### The metal 4 layer, run 1

Drawn at 2 px/um. Supply wires on this layer in grey.
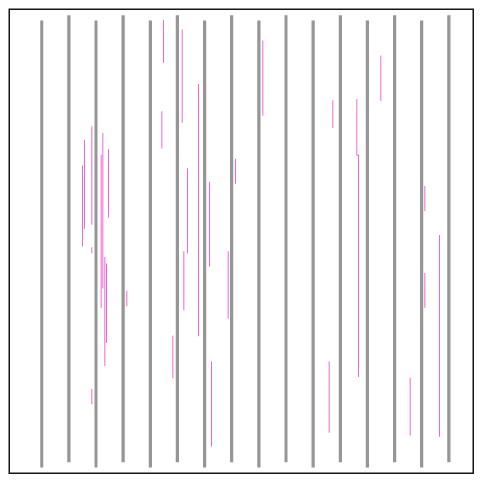
### Metal 1, run 1

Drawn at 2 px/um. Supply wires on this layer in grey.
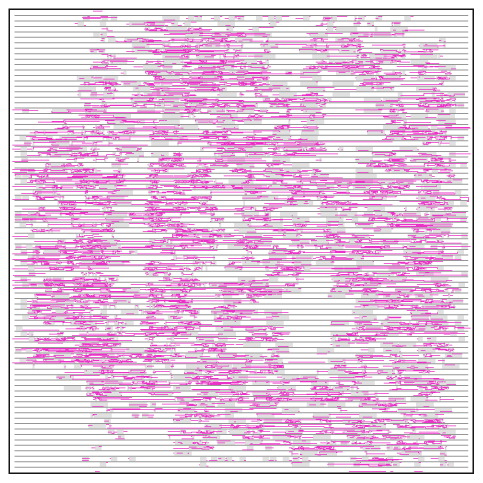
### Track usage over the die, run 1

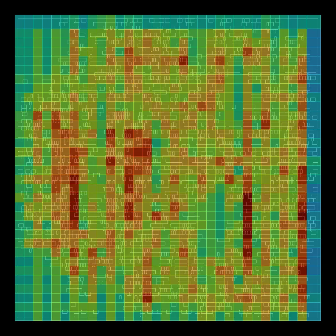
==> config.mk <==
export PLATFORM = sky130hd
export DESIGN_NAME = fetch_queue
export DESIGN_NICKNAME = d
export VERILOG_FILES = /design/src/rtl/fetch_queue.sv
export SDC_FILE = /design/constraint.sdc
export NUM_CORES = 1
export LEC_CHECK = 0
export ABC_AREA = 1
export CORE_MARGIN = 2
export CORE_UTILIZATION = 30
export CTS_CLUSTER_DIAMETER = 30
export DETAILED_ROUTE_END_ITERATION = 8
export PLACE_DENSITY_LB_ADDON = 0.1
export SLEW_MARGIN = 0
export SYNTH_ARGS = -nofsm -noshare
export SYNTH_HDL_FRONTEND = slang
export SYNTH_SLANG_ARGS = --single-unit
==> constraint.sdc <==
create_clock -name clk -period 12.9 [get_ports clk]
set_input_delay 2.58 -clock clk [delete_from_list [all_inputs] [get_ports clk]]
set_output_delay 2.58 -clock clk [all_outputs]
set_load 0.03 [all_outputs]
==> metrics.yaml <==
setup-tns-final_ns: 0
clockBufferDepth: 3
die_h_um: 231.3
hold-path-cell-count: 2
place.detailed.hpwl_um: 32680
ioPinCount: 170
enable_flop_cells: 0
ant_nets: 0
hold_slack_ns: 0.4723
residual_drc_count: 0
grt_overflow_total: 0
crit_path_start_kind: "input pin"
ys_warn_count: 0
drive_above_1_share: 0.09571
ff_latch_area_um2: 7437
synth_async_sr_flop_share: 1.000
crit_path_cell_trace: "clkdlybuf4s50_1 > buf_4 > inv_2 > nand3_1 > nor2_1 > nand2_1 > nor2_1 > nand2_1 > nor2_1 > nand2_1 > nor2_2 > nand3_4 > clkdlybuf4s50_1"
syn_area_um2: 15500
filler_cell_count: 5233
firstDrtPassIters: 6
grt_pass1_vias: 14360
gr-usage-all-layers: 0.1913
critical-path-max-stage-delay_ns: 0.75
tritoncts_clock_tree: "built"
finalMaxSlewViolations: 0
synth_nets: 2173
initial_antenna_violation_count: 0
synth_area_per_cell_um2: 7.390
run_status: "complete, no violations"
total_nets_final: 2324
floorplan.core_util: 0.3027
grt_pass1_wl_um: 80360
fp.dieW_um: 231.3
path_class: "input pin to output port"
worst_ep_required_time_ns: 10.32
top_layout_cells: "sky130_fd_sc_hd__nand2_1 (567), sky130_fd_sc_hd__o21ai_0 (368), sky130_fd_sc_hd__nor2_1 (318), sky130_fd_sc_hd__dfrtp_1 (295), sky130_fd_sc_hd__clkdlybuf4s50_1 (167)"
setup_viol_count_final: 0
maxSlewHeadroom: 0.2609
fp.coreArea_um2: 51200
critical_path.endpoint_type: "output port"
clock_skew_ns: 0.01657
worst-endpoint-arrival_ns: 5.95
log.warning_count: 33
yosys_cells: 2097
first_iter_violations: 933
rsz0062_at_grt: "false"
power.static_leakage_nw: 9.664
cts.sinks: 297
routabilityCongestion: 0.9610
clock_tree.htree_level_count: 3
yosys.cell_types.count: 41
cts_repair_resize_count: 0
ys_seq_share: 0.4796
timing.hold.worst.class: "flop to flop"
numSynthFlops: 297
worst_ir_drop_vdd_uv: 78.77
netlist_instances: 2097
vias_per_cell: 4.810
max_slew.worst_pin.slew_ns: 1.109
worst-r2r-cell-count: 22
slowest_library_cell_on_the_worst_path: "sky130_fd_sc_hd__clkdlybuf4s50_1"
cts_root_buffer: "sky130_fd_sc_hd__clkbuf_16"
p_per_cell_area_nw_per_um2: 188.3
cts_hold_buffers: 0
cap_violations: 0
clock.latency.late_pin_ns: 0.58
cts_setup_buffers: 0
r2r_setup_slack_ns: 8.28
avgRoutedWirePerCell_um: 16.97
layout_top_cell: "sky130_fd_sc_hd__nand2_1"
## Picture notes: 'The metal 4 layer'
- main direction: vertical
- share of all routed wire: 2.5%
detailed-route wire length: 50730 um
Via Count: 14380

## Picture notes: 'Metal 1'
- wire length on this layer: 23.1 mm
- main direction: horizontal
- longest straight run: 72.9 um
- share of all routed wire: 46%
- nets with wire on the layer: 2169
routing usage on met1: 0.2460

## Picture notes: 'Track usage over the die'
most utilized layer in the global route result: met2
global-route met3 utilization: 0.03297

## run 1: cell families (layout without fill, tap and decap cells)
group / Yosys count / after routing / synth area share
xor+xnor: 12 / 12 / 0.006782
simple gates: 1029 / 1029 / 0.2744
compound gates: 498 / 498 / 0.1695
fa+ha+maj: 8 / 8 / 0.006943
flops: 297 / 297 / 0.4796
buf+inv: 253 / 465 / 0.06281
## run 1: where the power goes
group | leakage [nW] | switching, mW | internal [mW]
registers | 4.06 | 0.0478 | 0.949
logic | 4.20 | 0.527 | 0.286
clock network | 1.40 | 0.573 | 1.49
total | 9.66 | 1.15 | 2.73
## run 1: Yosys cell counts, types with 2 or more instances
master	instances	area share
sky130_fd_sc_hd__dfrtp_1	297	0.48
sky130_fd_sc_hd__nand3_1	71	0.023
sky130_fd_sc_hd__inv_2	5	0.0012
sky130_fd_sc_hd__nand2_1	571	0.14
sky130_fd_sc_hd__or2_2	6	0.0024
sky130_fd_sc_hd__buf_6	2	0.0015
sky130_fd_sc_hd__nand3b_1	4	0.0019
sky130_fd_sc_hd__o21bai_1	3	0.0015
sky130_fd_sc_hd__a21oi_2	7	0.0040
sky130_fd_sc_hd__o21ai_0	368	0.12
sky130_fd_sc_hd__buf_2	4	0.0013
sky130_fd_sc_hd__clkbuf_1	98	0.024
sky130_fd_sc_hd__a21oi_1	44	0.014
sky130_fd_sc_hd__xnor2_1	3	0.0017
sky130_fd_sc_hd__o22ai_1	65	0.026
sky130_fd_sc_hd__ha_1	7	0.0057
sky130_fd_sc_hd__nor3_1	3	0.00097
sky130_fd_sc_hd__nand3_2	2	0.0013
sky130_fd_sc_hd__nor2_1	318	0.077
sky130_fd_sc_hd__buf_1	10	0.0024
sky130_fd_sc_hd__nand2_4	5	0.0036
sky130_fd_sc_hd__nor2_4	8	0.0058
sky130_fd_sc_hd__o21ai_1	7	0.0023
sky130_fd_sc_hd__nand4_1	7	0.0028
sky130_fd_sc_hd__inv_1	132	0.032
sky130_fd_sc_hd__nand3_4	2	0.0023
sky130_fd_sc_hd__nand2_2	8	0.0032
sky130_fd_sc_hd__nor2_2	19	0.0077
sky130_fd_sc_hd__xor2_1	9	0.0051
## run 1: stage by stage
stage                     total power, mW  instance area [um^2]    util  setup slack [ns]  cells
after CTS                           3.930                 20570  0.4018             4.300   2989
after global placement              1.836                 17720  0.3460             4.320   2843
after global routing                4.047                 20570  0.4018             4.079   2989
after detailed placement            1.833                 17720  0.3460             4.330   2843
after floorplan                     1.493                 15500       -             2.116   2097
final                               3.873                 20570  0.4018             4.369   2989
## run 1: critical path: cells and delay by family
kind                   cells  cell delay [ns]
buffers and inverters      4             1.99
and+or+nand+nor            9             1.32
## run 1: area by class of cell
type / instances / share of cell area
inverter: 138 / 0.02573
sequential: 297 / 0.3616
clock inverter: 28 / 0.02001
tap: 680 / 0.04136
multi-input combinational: 1547 / 0.3462
clock buffer: 118 / 0.1187
timing repair buffer: 181 / 0.08637
## run 1: per-layer routing
metal,GRT usage,routed length [um],share of wire,vias up
met2,0.3194,24030,0.47,346
met1,0.2460,23090,0.46,6829
li1,-,-,-,7128
met5,0,0,0,-
met3,0.03297,2336,0.046,74
met4,0.07520,1273,0.025,0
No activity file was given, so power comes from the tool's default toggle rates.
